## src/rtl/daa_rx_deserializer.sv

```systemverilog
// DAA receive deserializer: samples SDA at SCL rising edges into a bit-indexed shift
// register, commits 8 bytes into PID[47:0], BCR and DCR, and flags frame completion.
module daa_rx_deserializer (
    input  logic        i_deser_clk,
    input  logic        i_rst_n,
    input  logic        i_deser_en,
    input  logic        i_scl_pos_edge,
    input  logic        i_sda,
    input  logic [2:0]  i_cnt_bit_count,
    input  logic        i_cnt_done,
    output logic [47:0] o_pid,
    output logic [7:0]  o_bcr,
    output logic [7:0]  o_dcr,
    output logic        o_byte_valid,
    output logic [7:0]  o_byte,
    output logic [2:0]  o_byte_idx,
    output logic        o_deser_busy,
    output logic        o_deser_done
);

    typedef enum logic [1:0] {
        ST_IDLE    = 2'd0,
        ST_COLLECT = 2'd1,
        ST_DONE    = 2'd2
    } state_t;

    state_t      r_state;
    state_t      w_state_next;

    logic [7:0]  r_shift;
    logic [3:0]  r_byte_idx;
    logic [47:0] r_pid;
    logic [7:0]  r_bcr;
    logic [7:0]  r_dcr;
    logic        r_byte_valid;
    logic [7:0]  r_byte;
    logic [2:0]  r_byte_idx_out;
    logic        r_deser_done;

    logic        w_enter;
    logic        w_abort;
    logic        w_sample;
    logic        w_commit;
    logic        w_last;
    logic [7:0]  w_shift_next;

    // State register
    always_ff @(posedge i_deser_clk or negedge i_rst_n) begin
        if (!i_rst_n) begin
            r_state <= ST_IDLE;
        end else begin
            r_state <= w_state_next;
        end
    end

    // Next-state and per-cycle control strobes
    always_comb begin
        w_state_next = r_state;
        w_enter      = 1'b0;
        w_abort      = 1'b0;
        w_sample     = 1'b0;
        w_commit     = 1'b0;
        w_last       = 1'b0;
        case (r_state)
            ST_IDLE: begin
                if (i_deser_en) begin
                    w_state_next = ST_COLLECT;
                    w_enter      = 1'b1;
                end
            end
            ST_COLLECT: begin
                if (!i_deser_en) begin
                    w_state_next = ST_IDLE;
                    w_abort      = 1'b1;
                end else begin
                    w_sample = i_scl_pos_edge;
                    w_commit = i_cnt_done;
                    w_last   = i_cnt_done && (r_byte_idx == 4'd7);
                    if (w_last) begin
                        w_state_next = ST_DONE;
                    end
                end
            end
            ST_DONE: begin
                if (!i_deser_en) begin
                    w_state_next = ST_IDLE;
                end
            end
            default: begin
                w_state_next = ST_IDLE;
            end
        endcase
    end

    // A sample coinciding with a commit lands in the freshly cleared register
    always_comb begin
        w_shift_next = w_commit ? 8'h00 : r_shift;
        if (w_sample) begin
            w_shift_next[i_cnt_bit_count] = i_sda;
        end
    end

    // Shift register and byte index
    always_ff @(posedge i_deser_clk or negedge i_rst_n) begin
        if (!i_rst_n) begin
            r_shift    <= 8'h00;
            r_byte_idx <= 4'd0;
        end else if (w_enter || w_abort) begin
            r_shift    <= 8'h00;
            r_byte_idx <= 4'd0;
        end else begin
            r_shift <= w_shift_next;
            if (w_commit) begin
                r_byte_idx <= r_byte_idx + 4'd1;
            end
        end
    end

    // Captured identity fields; partial bytes survive an abort until the next entry
    always_ff @(posedge i_deser_clk or negedge i_rst_n) begin
        if (!i_rst_n) begin
            r_pid <= 48'h0;
            r_bcr <= 8'h00;
            r_dcr <= 8'h00;
        end else if (w_enter) begin
            r_pid <= 48'h0;
            r_bcr <= 8'h00;
            r_dcr <= 8'h00;
        end else if (w_commit) begin
            for (int i = 0; i < 6; i++) begin
                if (r_byte_idx == 4'(i)) begin
                    r_pid[47-8*i -: 8] <= r_shift;
                end
            end
            if (r_byte_idx == 4'd6) begin
                r_bcr <= r_shift;
            end
            if (r_byte_idx == 4'd7) begin
                r_dcr <= r_shift;
            end
        end
    end

    // Byte stream outputs, one cycle after the commit strobe
    always_ff @(posedge i_deser_clk or negedge i_rst_n) begin
        if (!i_rst_n) begin
            r_byte_valid   <= 1'b0;
            r_byte         <= 8'h00;
            r_byte_idx_out <= 3'd0;
            r_deser_done   <= 1'b0;
        end else begin
            r_byte_valid <= w_commit;
            r_deser_done <= w_last;
            if (w_commit) begin
                r_byte         <= r_shift;
                r_byte_idx_out <= r_byte_idx[2:0];
            end
        end
    end

    assign o_pid        = r_pid;
    assign o_bcr        = r_bcr;
    assign o_dcr        = r_dcr;
    assign o_byte_valid = r_byte_valid;
    assign o_byte       = r_byte;
    assign o_byte_idx   = r_byte_idx_out;
    assign o_deser_done = r_deser_done;
    assign o_deser_busy = (r_state == ST_COLLECT);

endmodule

```

## config.mk

```make
export PLATFORM = sky130hd
export DESIGN_NAME = daa_rx_deserializer
export DESIGN_NICKNAME = d
export VERILOG_FILES = /design/src/rtl/daa_rx_deserializer.sv
export SDC_FILE = /design/constraint.sdc
export NUM_CORES = 1
export LEC_CHECK = 0
export CORE_ASPECT_RATIO = 1.25
export CORE_UTILIZATION = 49
export CTS_BUF_LIST = sky130_fd_sc_hd__clkbuf_4 sky130_fd_sc_hd__clkbuf_8
export CTS_CLUSTER_SIZE = 20
export DETAILED_ROUTE_END_ITERATION = 8
export GPL_ROUTABILITY_DRIVEN = 0
export MAX_ROUTING_LAYER = met4
export PLACE_DENSITY = 0.77
export SLEW_MARGIN = 20
export SYNTH_ARGS = -nofsm -noshare
export SYNTH_HDL_FRONTEND = slang
export SYNTH_SLANG_ARGS = --single-unit
```

## constraint.sdc

```tcl
create_clock -name i_deser_clk -period 2.9 [get_ports i_deser_clk]
set_input_delay 0.58 -clock i_deser_clk [delete_from_list [all_inputs] [get_ports i_deser_clk]]
set_output_delay 0.58 -clock i_deser_clk [all_outputs]
set_load 0.03 [all_outputs]
```

Routing congestion map:
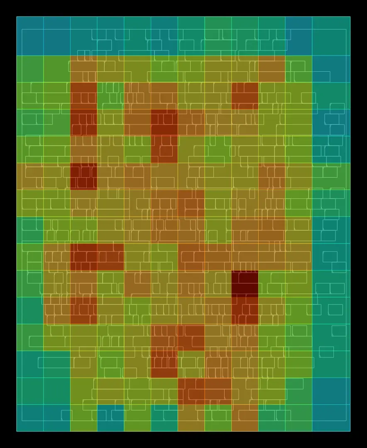
met1 Use GR: 0.3124
GRT Total Usage: 0.2394
GR peak layer: met2

Gate-type map:
Bar = 20 um.
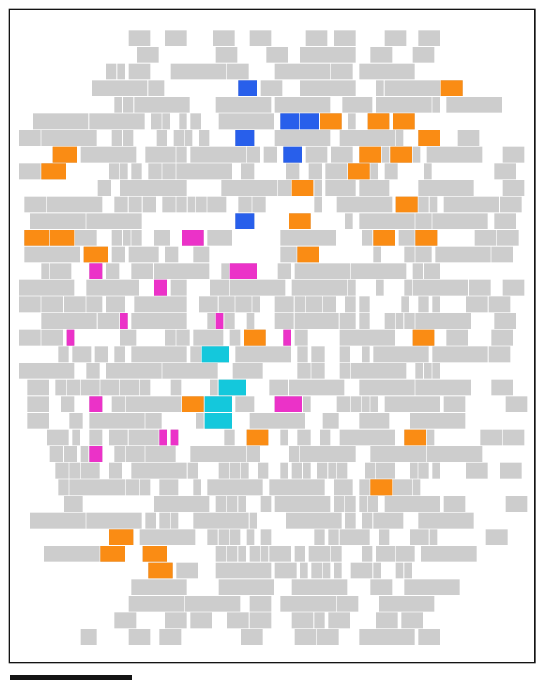
Key: magenta = NOR gates [cells 13, most used nor2_1]; blue = AND-OR and OR-AND gates [cells 6, most used a31o_1, where top middle]; orange = multiplexers [cells 29, most used mux2i_1, where spread over the die]; cyan = adder and majority cells [cells 4, most used ha_1, where middle]
combinational share of cell area: 0.3241
most instantiated logic cell after routing: dfrtp_1
Finished Layout Cells: 594

==> flow_summary.toml <==
# generated from flow reports
[outcome]
status = "finished clean"

[logic_synthesis]
synthTopCellsByCount = "91 x dfrtp_1, 62 x nand2_1, 40 x nand3_1"
synth_area_per_cell_um2 = 10.62
syn_inst = 404
async_reset_ff_frac = 1.000
flop_cell = "dfrtp_1"
synth_nets = 417
yosys.area.top_type = "dfrtp_1"
muxShareOfSynthArea = 0.07028
netlist_area_mm2 = 0.004290
yosysWarnings = 0
synth-edff-count = 0
ys_sh_simple = 0.2176
synthTopCellsByArea = "dfrtp_1 53%, nand2_1 5.4%, mux2i_1 4.7%"
xor_area_frac = 0.004083
ys_sh_adder = 0.01167
top_cell = "dfrtp_1"
ys_seq_elements = 91
yosys.cell_types.count = 44
ys_sh_aoi = 0.09682

[critical_path]
endpoint = "o_deser_busy"
r2r-end = "o_pid[39]"
reg2reg_depth = 4
crit_buf_inv = 1
critPathCaptureType = "output port"
critPathTopFamily = "buffers and inverters"
cp.arrival_ns = 1.84
crit_type = "reg2out"
worstSetupStartpoint = "r_state[1]"
cp.depth = 2
cp_slowest_stage_delay_ns = 0.70
start_kind = "flip-flop"
worstPathRequired_ns = 2.32
ff2ff_setup_slack_ns = 0.98

[power_and_ir_drop]
power_clock_mw = 0.877
switchingPower_mw = 0.5320
combPwrFrac = 0.067
p_seq_mw = 1.28
seq_power_share = 0.554
p_total_mw = 2.314
pg_comb_mw = 0.155
p_clk_frac = 0.379
p_int_mw = 1.782
maxPowerGroup = "registers"
ir_worst_vdd_uv = 261.1
p_sw_frac = 0.2299

[detailed_routing]
drt_iter0_markers = 244
wl_per_cell_um = 16.86
drc = 0
viasPerCell = 5.616
wl_met1_um = 4273
top_layer_used = "met4"
ant_nets = 0
route.met2.wl_um = 5146

[layout]
layout.nonclk_buf_frac = 0.1771
regArea_mm2 = 0.002277
nets = 486
num_antenna_cells = 0
flops = 91
syn_to_final_growth_pct = 23.53
largest_cell_class = "flip-flops and latches"
sh_seq_area = 0.4297
largest_reg_flops = 48
drive_gt1_frac = 0.1090
combGateArea_mm2 = 0.001718

[sta]
drv_slew = 0
finalHoldViolations = 0
final-setup-viol-count = 0
tightest_slew_ns = 0.6861
finClkSkew_ns = 0.009747
finalClockPeriodUsage = 0.8348
setup_slack_ns = 0.4791
rsz0062_at_grt = "false"
layout_min_cycle_time_ns = 2.421

[grt]
grt_pass1_vias = 3254
gr-usage-met2 = 0.3840
grtUsageMet3 = 0.04465
antenna_found_initial = 0
grt_max_degree = 62
grt_pass1_wl_um = 16470

[placement]
dp_hpwl_um = 6877
post-place-ws_ns = 0.3657
dp.cells = 579
portBuffers = 86
dpl_cell_area_mm2 = 0.005099

[clock_network]
clock_latency_ns = 0.35
clk_pin_slew_ns = 0.09
cts.sinks = 91
htree_levels = 3
cts_made_buffers = 9
cts_tree = "yes"
cts_setup_buffers = 0

[floorplanning]
die_area_mm2 = 0.009136
die_height_um = 106.6
die_width_um = 85.70
core_area_mm2 = 0.008379
taps = 117

[flow_run]
maxCapViolCount = 0
log.warning_count = 29

[hold_path]
hp-class = "in2async"
Met1 routing:
Bar = 20 um. Supply wires on this layer in gray.
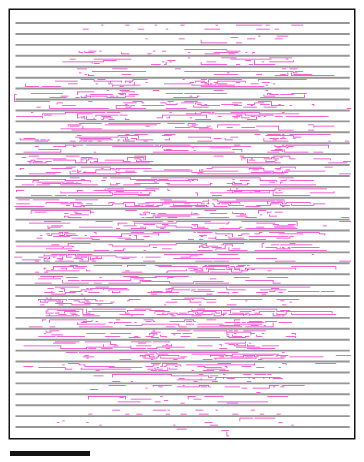
The wires run mostly horizontal. The layer carries 4270 um of wire. The layer holds 43% of the routed length. 426 nets have wire on it. The longest straight run is 46.5 um.
drt total wl: 10010 um
routed via count: 3336

